### src/rtl/mem_access_sequencer_pkg.sv
// Shared types for the memory access sequencer: FSM states, access size codes,
// requester ownership and the alignment rule applied at grant time.
package mem_access_sequencer_pkg;

    typedef enum logic [2:0] {
        ST_IDLE    = 3'd0,
        ST_SETUP   = 3'd1,
        ST_ACCESS  = 3'd2,
        ST_CAPTURE = 3'd3,
        ST_DONE    = 3'd4
    } state_t;

    typedef enum logic {
        OWN_FETCH = 1'b0,
        OWN_DATA  = 1'b1
    } owner_t;

    localparam logic [1:0] SZ_WORD = 2'b00;
    localparam logic [1:0] SZ_HALF = 2'b01;
    localparam logic [1:0] SZ_BYTE = 2'b10;
    localparam logic [1:0] SZ_RSVD = 2'b11;

    localparam int CNT_W = 8;

    // Reserved size or an address not aligned to the access size.
    function automatic logic access_fault(input logic [1:0] size, input logic [1:0] lsb);
        logic f;
        f = 1'b1;
        case (size)
            SZ_WORD: f = (lsb != 2'b00);
            SZ_HALF: f = lsb[0];
            SZ_BYTE: f = 1'b0;
            default: f = 1'b1;
        endcase
        return f;
    endfunction

endpackage

### src/rtl/mem_access_sequencer_timeout_counter.sv
// Counts ACCESS cycles; tc is high in the TIMEOUT-th cycle so the FSM can give up
// on the same edge. Cleared by clr_i, holds at terminal count.
module mas_timeout_counter
    import mem_access_sequencer_pkg::*;
#(
    parameter int TIMEOUT = 15
) (
    input  logic clk,
    input  logic Reset,
    input  logic clr_i,
    input  logic en_i,
    output logic tc_o
);

    localparam logic [CNT_W-1:0] TC_VAL = CNT_W'(TIMEOUT - 1);

    logic [CNT_W-1:0] cnt_q;

    always_ff @(posedge clk) begin
        if (Reset || clr_i) begin
            cnt_q <= '0;
        end else if (en_i && !tc_o) begin
            cnt_q <= cnt_q + 1'b1;
        end
    end

    assign tc_o = (cnt_q == TC_VAL);

endmodule

### src/rtl/mem_access_sequencer.sv
// Arbitrates fetch vs. data requests and sequences the MAR/MOV/MOC/MDR handshake
// to RAM; data wins ties, returns a one-cycle done (+err) to the granted requester.
module mem_access_sequencer
    import mem_access_sequencer_pkg::*;
#(
    parameter int ADDR_W  = 32,
    parameter int DATA_W  = 32,
    parameter int TIMEOUT = 15
) (
    input  logic              clk,
    input  logic              Reset,
    input  logic              if_req,
    input  logic [ADDR_W-1:0] if_addr,
    input  logic              d_req,
    input  logic              d_we,
    input  logic [1:0]        d_size,
    input  logic [ADDR_W-1:0] d_addr,
    input  logic [DATA_W-1:0] d_wdata,
    output logic              if_done,
    output logic              d_done,
    output logic              err,
    output logic [DATA_W-1:0] rdata,
    output logic              mar_load,
    output logic              mdr_load,
    output logic              mem_mov,
    output logic              mem_rw,
    output logic [1:0]        mem_size,
    output logic [ADDR_W-1:0] mem_addr,
    output logic [DATA_W-1:0] mem_wdata,
    input  logic              mem_moc,
    input  logic [DATA_W-1:0] mem_rdata
);

    state_t            state_q;
    owner_t            owner_q;
    logic              fault_q;
    logic              mov_q;
    logic              rw_q;
    logic [1:0]        size_q;
    logic [ADDR_W-1:0] addr_q;
    logic [DATA_W-1:0] wdata_q;
    logic [DATA_W-1:0] rdata_q;
    logic              if_done_q;
    logic              d_done_q;
    logic              err_q;

    logic tc;
    logic timed_out;
    logic to_done;
    logic done_err;

    mas_timeout_counter #(
        .TIMEOUT(TIMEOUT)
    ) u_timeout (
        .clk   (clk),
        .Reset (Reset),
        .clr_i (state_q == ST_SETUP),
        .en_i  (state_q == ST_ACCESS),
        .tc_o  (tc)
    );

    // A late MOC in the terminal cycle still completes the access normally.
    assign timed_out = (state_q == ST_ACCESS) && !mem_moc && tc;

    always_comb begin
        to_done  = 1'b0;
        done_err = 1'b0;
        case (state_q)
            ST_SETUP:   to_done = fault_q;
            ST_ACCESS:  to_done = (mem_moc && !rw_q) || timed_out;
            ST_CAPTURE: to_done = 1'b1;
            default:    to_done = 1'b0;
        endcase
        done_err = fault_q || timed_out;
    end

    always_ff @(posedge clk) begin
        if (Reset) begin
            state_q   <= ST_IDLE;
            owner_q   <= OWN_FETCH;
            fault_q   <= 1'b0;
            mov_q     <= 1'b0;
            rw_q      <= 1'b1;
            size_q    <= SZ_WORD;
            addr_q    <= '0;
            wdata_q   <= '0;
            rdata_q   <= '0;
            if_done_q <= 1'b0;
            d_done_q  <= 1'b0;
            err_q     <= 1'b0;
        end else begin
            if_done_q <= 1'b0;
            d_done_q  <= 1'b0;
            err_q     <= 1'b0;
            if (to_done) begin
                if_done_q <= (owner_q == OWN_FETCH);
                d_done_q  <= (owner_q == OWN_DATA);
                err_q     <= done_err;
            end

            case (state_q)
                ST_IDLE: begin
                    if (d_req) begin
                        owner_q <= OWN_DATA;
                        addr_q  <= d_addr;
                        wdata_q <= d_wdata;
                        rw_q    <= ~d_we;
                        size_q  <= d_size;
                        fault_q <= access_fault(d_size, d_addr[1:0]);
                        state_q <= ST_SETUP;
                    end else if (if_req) begin
                        owner_q <= OWN_FETCH;
                        addr_q  <= if_addr;
                        rw_q    <= 1'b1;
                        size_q  <= SZ_WORD;
                        fault_q <= access_fault(SZ_WORD, if_addr[1:0]);
                        state_q <= ST_SETUP;
                    end
                end
                ST_SETUP: begin
                    if (fault_q) begin
                        state_q <= ST_DONE;
                    end else begin
                        mov_q   <= 1'b1;
                        state_q <= ST_ACCESS;
                    end
                end
                ST_ACCESS: begin
                    if (mem_moc) begin
                        mov_q <= 1'b0;
                        if (rw_q) begin
                            rdata_q <= mem_rdata;
                            state_q <= ST_CAPTURE;
                        end else begin
                            state_q <= ST_DONE;
                        end
                    end else if (tc) begin
                        mov_q   <= 1'b0;
                        state_q <= ST_DONE;
                    end
                end
                ST_CAPTURE: state_q <= ST_DONE;
                ST_DONE:    state_q <= ST_IDLE;
                default:    state_q <= ST_IDLE;
            endcase
        end
    end

    assign mar_load  = (state_q == ST_SETUP) && !fault_q;
    assign mdr_load  = (state_q == ST_CAPTURE);
    assign mem_mov   = mov_q;
    assign mem_rw    = rw_q;
    assign mem_size  = size_q;
    assign mem_addr  = addr_q;
    assign mem_wdata = wdata_q;
    assign rdata     = rdata_q;
    assign if_done   = if_done_q;
    assign d_done    = d_done_q;
    assign err       = err_q;

endmodule

### config.mk
export PLATFORM = sky130hd
export DESIGN_NAME = mem_access_sequencer
export DESIGN_NICKNAME = d
export VERILOG_FILES = /design/src/rtl/mem_access_sequencer_pkg.sv /design/src/rtl/mem_access_sequencer_timeout_counter.sv /design/src/rtl/mem_access_sequencer.sv
export SDC_FILE = /design/constraint.sdc
export NUM_CORES = 1
export LEC_CHECK = 0
export CORE_UTILIZATION = 35
export CTS_CLUSTER_SIZE = 28
export DETAILED_ROUTE_END_ITERATION = 7
export PLACE_DENSITY = 0.71
export SKIP_LAST_GASP = 1
export SYNTH_ARGS = -nofsm -noshare
export SYNTH_HDL_FRONTEND = slang
export SYNTH_SLANG_ARGS = --single-unit
### constraint.sdc
create_clock -name clk -period 2.14 [get_ports clk]
set_input_delay 0.428 -clock clk [delete_from_list [all_inputs] [get_ports clk]]
set_output_delay 0.428 -clock clk [all_outputs]
set_load 0.05 [all_outputs]
==> run_1/m1.png <==
Cells faint in the background.
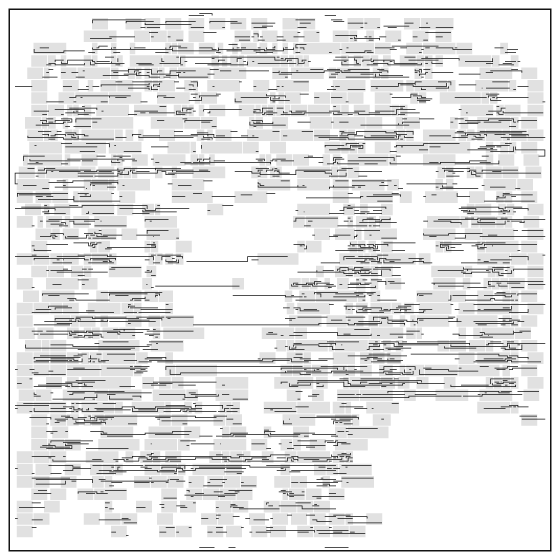
wire length on this layer: 5930 µm
longest straight run: 29.9 µm
vias: 5033
drt total wl: 15.2 mm
met1 Usage GRT: 23.8%

==> run_1/m2.png <==
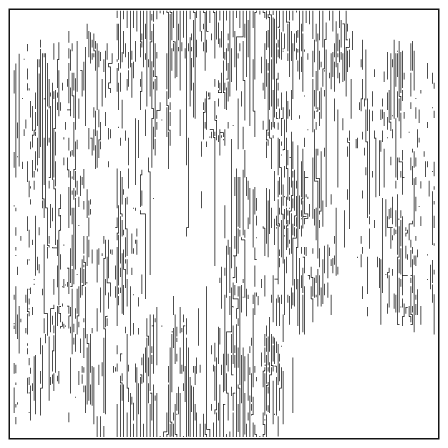
longest straight run: 43.5 µm
main direction: vertical
nets with wire on the layer: 782
wire length on this layer: 7750 µm
met2 Use GR: 38.4%

==> run_1/m4.png <==
Cells faint in the background.
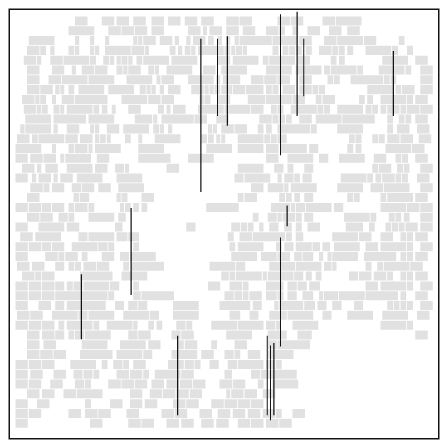
share of all routed wire: 2.3%
main direction: vertical

==> run_1/congestion_map.png <==
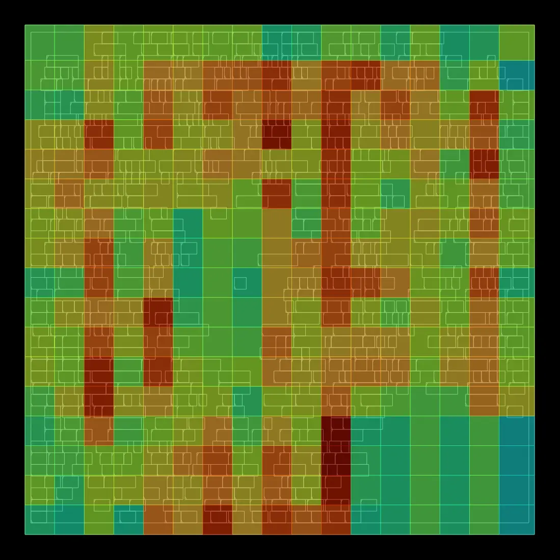
met3 Usage GRT: 7.58%
Final Util: 60.1%
WL/cell: 15.8 µm
gr usage total: 22.0%

==> impl_metrics.toml, run 1 <==
# generated from flow reports
[outcome]
status = "complete, no violations"

[cells_and_area]
flops = 116
clockNetworkAreaShare_pct = 7.10
comb_share_pct = 28.0
largest_class = "buffers"
drive_above_1_share_pct = 8.12

[synthesis]
synth.logic.top_family = "AND-OR/OR-AND gates"
avgSynthCellArea_um2 = 8.69
numSynthFlops = 116
edf_count = 0
yosys-top-cells-area = "dfxtp_1, a21oi_1, mux2i_1"
async_reset_ff_share_pct = 0
synthCells = 548

[worst_setup_path]
worstSetupPathType = "reg -> out"
critical-path-top-delay-family = "buffers and inverters"
required_ps = 1710
crit_buf_inv = 1

[pwr]
power.net_switching_mw = 2.79
p_int_mw = 5.22
peakVddDrop_uv = 725
power_frac_clock_pct = 33.3
p_seq_share_pct = 32.4

[detailed_routing]
via_per_inst = 5.22
drc = 0

[timing]
rsz0062_at_grt = "no"
period_used_pct = 97.0
slew_headroom_pct = 56.7
finClkSkew_ps = 9.66
finalSetupTns_ps = 0
drv_slew = 0

[floorplanning]
chipArea_um2 = 14100
fp.dieW_um = 119

[clock_network]
root_buffer = "clkbuf_16"
cts.path.max_buffers = 2
postCtsSetupRepairBufs = 0
cts_hold_buf = 0
cts-resized-gates = 1

[placement]
numPortBuffers = 240

[grt]
grt_pass1_wl_mm = 24.5

[job]
warnings = 27
## run 1: path summary, 6_finish.rpt
kind	endpoint	startpoint
min	mem_wdata[8]	Reset
max reg2reg	u_timeout.cnt_q[6]	state_q[1]
min reg2reg	mem_wdata[18]	mem_wdata[18]
max	mem_rw	mem_rw
## run 1: cells in the final DEF, fill, tap and decap left out, types with 2 or more instances in the layout
cell and instances:
clkdlybuf4s50_1 235, o31ai_1 3, a211oi_1 34, clkbuf_8 6, buf_4 22, dfxtp_1 116
mux2i_1 37, a21oi_1 106, nand2_1 70, a21o_1 2, nand3b_1 4, inv_1 5
nor3_1 2, or4_1 3, nand3_1 41, clkbuf_16 17, clkbuf_1 3, buf_12 4
nor2_1 4, o21ai_0 37, nor4_1 4, ha_1 2, clkinv_2 3
## run 1: Yosys cell counts (4+ instances only)
cell type	number
clkbuf_1	38
nand3b_1	4
a211oi_1	34
dfxtp_1	116
nand3_1	41
o21ai_0	37
nand2_1	70
buf_2	9
nor4_1	4
inv_1	5
a21oi_1	106
mux2i_1	37
nor2_1	6
## run 1: kinds of logic after synthesis
logic type / count (synthesis)
AOI/OAI and AO/OA: 191
adders and majority gates: 2
buffers and inverters: 57
DFF: 116
muxes: 37
and+or+nand+nor: 145
## run 1: routing by layer
| layer | share of wire, % | wire (µm) | track usage [%] | vias up |
|---|---|---|---|---|
| met2 | 51 | 7750 | 38.4 | 231 |
| met4 | 2.3 | 348 | 10.2 | 0 |
| met1 | 39 | 5930 | 23.8 | 2344 |
| met3 | 7.8 | 1190 | 7.58 | 31 |
| met5 | 0 | 0 | 0 | - |
| li1 | - | - | - | 2427 |
## run 1: sequential cells by signal, summed over array words and instances, names as in the netlist, 2 cells and up
register	flops
mem_addr	32
mem_size	2
mem_wdata	32
rdata	32
state_q	3
u_timeout.cnt_q	8
--- run 2 (diff from run 1) ---
CAP_MARGIN = 20   (was not set)
==> run_2/m4.png <==
Cells faint in the background.
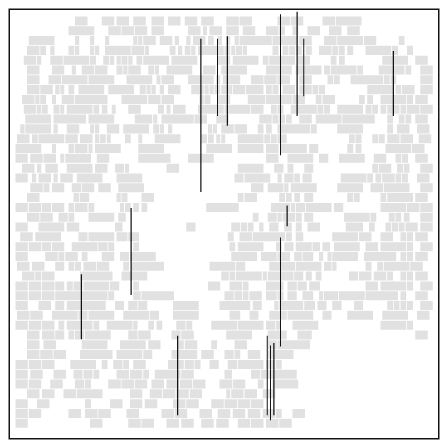
longest straight run: 42.2 µm
share of all routed wire: 2.3%
main direction: vertical
wire length on this layer: 349 µm

==> impl_metrics.toml, run 2 <==
# generated from flow reports
[timing]
finClkSkew_ps = 9.66
period_used_pct = 97.0
period_needed_ps = 2080
finalSetupTns_ps = 0
drv_slew = 0
final-hold-violation-count = 0
max_freq_mhz = 482
tightest_slew_ps = 650
slew_headroom_pct = 56.7
rsz0062_at_grt = "no"
finalSetupViolations = 0

[worst_setup_path]
reg2regPathDepth = 4
endpoint = "mem_rw"
slowest_delay_ps = 840
critPathArrivalTime_ps = 1650
cpMaxStageDelayCell = "clkdlybuf4s50_1"
required_ps = 1710
critical-path-top-delay-family = "buffers and inverters"
crit_buf_inv = 1
critPathLaunch = "mem_rw"
start_kind = "flop"
r2r_end = "u_timeout.cnt_q[6]"
r2r_start = "state_q[1]"
worstSetupPathType = "reg -> out"

[job]
maxCapViolCount = 0
warnings = 27

[synthesis]
largest_area_cell = "dfxtp_1"
yosys-top-cells-area = "dfxtp_1, a21oi_1, mux2i_1"
ff_type = "dfxtp_1"
synthCells = 548
numSynthFlops = 116
synth.top_cells.by_count = "dfxtp_1, a21oi_1, nand2_1"
synth.net_count = 686
yosysCellCount = 548
post-synth-top-count-cell = "dfxtp_1"
async_reset_ff_share_pct = 0
edf_count = 0
avgSynthCellArea_um2 = 8.69

[grt]
overflow = 0
grt_pass1_wl_mm = 24.5
antenna_found_initial = 0
grt_pass1_vias = 4969
grtUsageTotal_pct = 22.0
grt_max_degree = 46

[cells_and_area]
inv_count = 5
largest_class = "buffers"
drive_above_1_share_pct = 8.12
clockNetworkAreaShare_pct = 7.10
seq_share_pct = 29.2
combGateArea_um2 = 2220
buf_share_pct = 32.7
fin_nets = 915
nFillCells = 1138
regArea_um2 = 2320
clkbuf_count = 26
lay_top_cells = "clkdlybuf4s50_1, dfxtp_1, a21oi_1"
flops = 116
diodes = 0
layout_top_cell = "clkdlybuf4s50_1"
comb_share_pct = 28.0

[floorplanning]
tapCellCount = 176
chipArea_um2 = 14100
fp.dieW_um = 119
ios = 241
fp.coreArea_um2 = 13200
die_h_um = 119

[detailed_routing]
drc = 0
via_per_inst = 5.22
routed_wl_mm = 15.2
wl_per_cell_um = 15.8
vias = 5033
drtIter0Drc = 266
drt-pass1-iter-count = 5

[clock_network]
cts.path.max_buffers = 2
root_buffer = "clkbuf_16"
htree_levels = 4
clock_sinks = 116

[hold_path]
hp-start = "Reset"
whs_endpoint = "mem_wdata[8]"

[placement]
globalplace.congestion = 0.816
dp_hpwl_mm = 11.0
numPortBuffers = 240
preCtsSetupSlack_ps = 166

[pwr]
peakVddDrop_uv = 725

[outcome]
status = "complete, no violations"
==> run_2/congestion_map.png <==
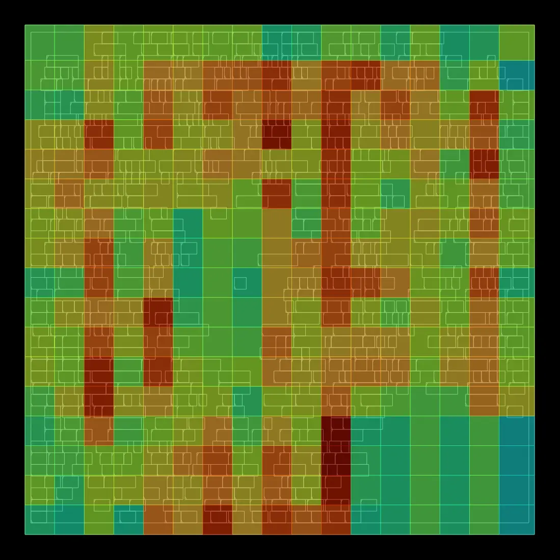
Most Used Layer, Global Route: met2

==> run 2: cells by family after synthesis <==
group / share of synthesized area [%]
buffers and inverters: 5.12
adder cells (fa/ha/maj): 0.526
AND/OR/NAND/NOR: 14.7
AND-OR/OR-AND: 23.1
multiplexers: 7.78
flip-flops: 48.8
==> run 2: repair_timing <==
action,in CTS,in global routing
setup endpoints to repair,1,1
resized,1,1
pin swaps,0,0
setup buffers,0,0
hold buffers,0,0
==> run 2: stage by stage <==
| step | instance area, µm² | total power, mW | hold WS, ps | std cells | util (%) |
|---|---|---|---|---|---|
| 6_report | 7950 | 8.00 | 400 | 964 | 60.1 |
| 5_1_grt | 7950 | 8.35 | 403 | 964 | 60.1 |
| 4_1_cts | 7950 | 8.06 | 385 | 964 | 60.0 |
| 3_5_place_dp | 7380 | 5.35 | 448 | 934 | 55.7 |
| 3_3_place_gp | 7380 | 5.30 | 442 | 934 | 55.7 |
| 2_1_floorplan | 4760 | 4.28 | 418 | 548 | - |
==> run 2: power breakdown <==
part           internal, mW  leakage (nW)  switching, mW
combinational          1.02          1.69           1.72
clock                  1.76         0.282          0.905
sequential             2.43         0.950          0.161
==> run 2: per-layer routing <==
| metal | vias to the layer above | global-route usage, % | routed length (µm) | part of all wire, % |
|---|---|---|---|---|
| li1 | 2427 | - | - | - |
| met1 | 2344 | 23.8 | 5930 | 39 |
| met2 | 231 | 38.4 | 7750 | 51 |
| met3 | 31 | 7.58 | 1190 | 7.8 |
| met4 | 0 | 10.2 | 348 | 2.3 |
| met5 | - | 0 | 0 | 0 |
--- run 3 (diff from run 2) ---
CORE_MARGIN = 3   (was not set)
HOLD_SLACK_MARGIN = 0.05   (was not set)
SLEW_MARGIN = 0   (was not set)
==> run_3/m1.png <==
Cells faint in the background.
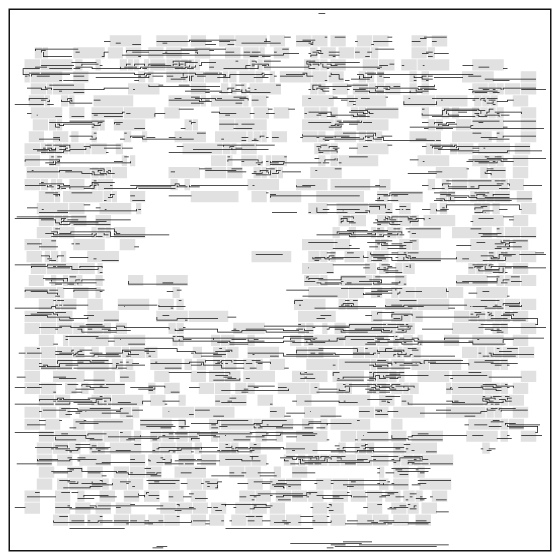
main direction: horizontal
wire length on this layer: 5900 µm
longest straight run: 36.6 µm
nets with wire on the layer: 803
share of all routed wire: 39%

==> impl_metrics.toml, run 3 <==
# generated from flow reports
[clock_network]
root_buffer = "clkbuf_16"
postCtsSetupRepairBufs = 0
cts_tree = "done"
htree_levels = 4
cts_made_buffers = 17
cts_hold_buf = 0
cts-resized-gates = 3
clock_sinks = 116
cts.path.max_buffers = 2

[floorplanning]
fp.dieW_um = 123
ios = 241
chipArea_um2 = 15000
fp.coreArea_um2 = 13000
die_h_um = 123

[detailed_routing]
top_layer_used = "met4"
drc = 0
route.met3.wl_mm = 1.30
wl_per_cell_um = 16.0
vias = 4935
wl_met1_mm = 5.90
met2_length_mm = 7.64
via_per_inst = 5.18
routed_wl_mm = 15.2
drt-pass1-iter-count = 5
drtIter0Drc = 245

[synthesis]
edf_count = 0
synthCells = 548
yosysCellCount = 548
yosys-top-cells-area = "dfxtp_1, a21oi_1, mux2i_1"
synth.net_count = 686
synth.top_cells.by_count = "dfxtp_1, a21oi_1, nand2_1"
ff_type = "dfxtp_1"
numSynthFlops = 116
async_reset_ff_share_pct = 0
largest_area_cell = "dfxtp_1"

[worst_setup_path]
required_ps = 1710
r2r_start = "state_q[1]"
r2r_end = "u_timeout.cnt_q[5]"
worstSetupPathType = "reg -> out"
start_kind = "flop"
critPathArrivalTime_ps = 1630

[pwr]
powerSeq_mw = 2.60
power_leader = "the clock network"
power.net_switching_mw = 2.77
p_int_mw = 5.24
p_clk_mw = 2.71
sw_frac_of_total_pct = 34.6
power_frac_clock_pct = 33.8
comb_power_mw = 2.70
peakVddDrop_uv = 582
pwr-share-comb_pct = 33.7

[job]
warnings = 29
maxCapViolCount = 0

[placement]
preCtsSetupSlack_ps = 185
globalplace.congestion = 0.846
dp_hpwl_mm = 10.9
place_area_um2 = 7350
numPortBuffers = 240

[cells_and_area]
post-route-util_pct = 61.0
nFillCells = 1057
fin_nets = 909
areaGrowthSynthToFinish_pct = 66.4
diodes = 0
regArea_um2 = 2320
lay_top_cells = "clkdlybuf4s50_1, dfxtp_1, a21oi_1"
design_area_um2 = 7920
layout_top_cell = "clkdlybuf4s50_1"
drive_above_1_share_pct = 7.30
combGateArea_um2 = 2220

[timing]
finalSetupViolations = 0
tightest_slew_ps = 625
rsz0062_at_grt = "no"
finClkSkew_ps = 6.97
period_needed_ps = 2060
max_freq_mhz = 485
finalSetupTns_ps = 0
period_used_pct = 96.3
drv_slew = 0
final-hold-violation-count = 0
slew_headroom_pct = 58.4

[grt]
grt_pass1_vias = 4906
top_usage_layer = "met2"
use_met2_pct = 34.8
met1_usage_pct = 23.2

[outcome]
status = "complete, no violations"

[hold_path]
whs_endpoint = "state_q[1]"
hp-start = "Reset"
==> run_3/m2.png <==
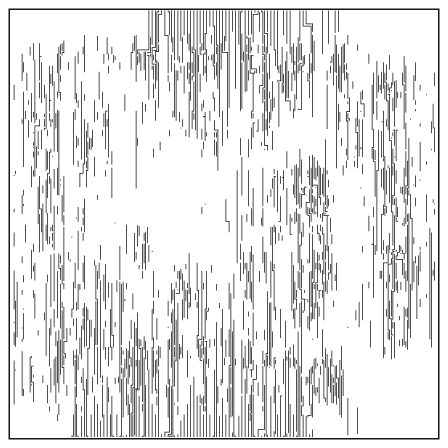
share of all routed wire: 50%
wire length on this layer: 7640 µm
main direction: vertical

run 3: cell count changes in the layout (fill, tap and decap cells not counted):
| cell | before | now |
|---|---|---|
| buf_4 | 22 | 14 |
| clkbuf_8 | 6 | 4 |
| buf_12 | 4 | 5 |
| bufinv_16 | 1 | 2 |
| clkdlybuf4s50_1 | 235 | 236 |
| dfxtp_1 | 116 | 115 |
| dfxtp_2 | 0 | 1 |
run 3: per-stage QoR:
step | power [mW] | hold WS (ps) | std cells
2_1_floorplan | 4.28 | 418 | 548
3_3_place_gp | 5.28 | 442 | 924
4_1_cts | 8.09 | 290 | 953
3_5_place_dp | 5.33 | 446 | 924
5_1_grt | 8.38 | 305 | 953
6_report | 8.01 | 317 | 953
run 3: cell families after synthesis:
| kind of cell | count (synthesis) | share of synthesized area, % |
|---|---|---|
| mux | 37 | 7.78 |
| compound gates | 191 | 23.1 |
| flops | 116 | 48.8 |
| simple gates | 145 | 14.7 |
| buf+inv | 57 | 5.12 |
| fa+ha+maj | 2 | 0.526 |
run 3: worst max path at each step:
stage                     startpoint          end  slack [ps]  cells past startpoint
after global routing      state_q[2]     mar_load          30                      3
after floorplan           state_q[0]     mar_load          50                      3
after detailed placement      if_req  mem_addr[6]         190                      4
after CTS                 state_q[2]     mar_load          50                      3
final                     state_q[2]     mar_load          80                      3
after global placement        if_req      fault_q         210                      4
run 3: area by class of cell:
| class | instances | share of cell area (%) |
|---|---|---|
| Sequential cell | 116 | 29.3 |
| Multi-Input combinational cell | 375 | 28.1 |
| Timing Repair Buffer | 256 | 32.5 |
| Inverter | 5 | 0.237 |
| Clock inverter | 5 | 0.948 |
| Clock buffer | 24 | 6.21 |
| Tap cell | 172 | 2.72 |
run 3: critical path, stage by stage, from the launching register on:
cell and delay [ps]:
dfxtp_2 380, or3b_2 530, nor2_4 150, buf_12 150

## Gallery

Placement density heat map.
The bar under the picture is 20 µm long. The die is cut into 12 by 12 equal tiles; dark blue is low, red is high, 0 to 100% covered.
panel A
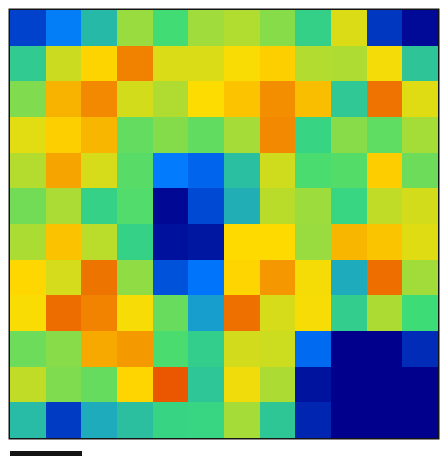
panel B
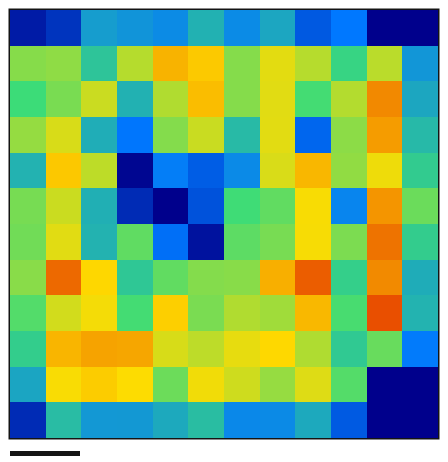
panel A -> run 2
panel B -> run 3

Key to panel B:
mean over tiles: 51%
fullest tile: 91%
nearly empty tiles: 5.6%
tiles over 75% full: 15%

No activity file was given, so power comes from the tool's default toggle rates.
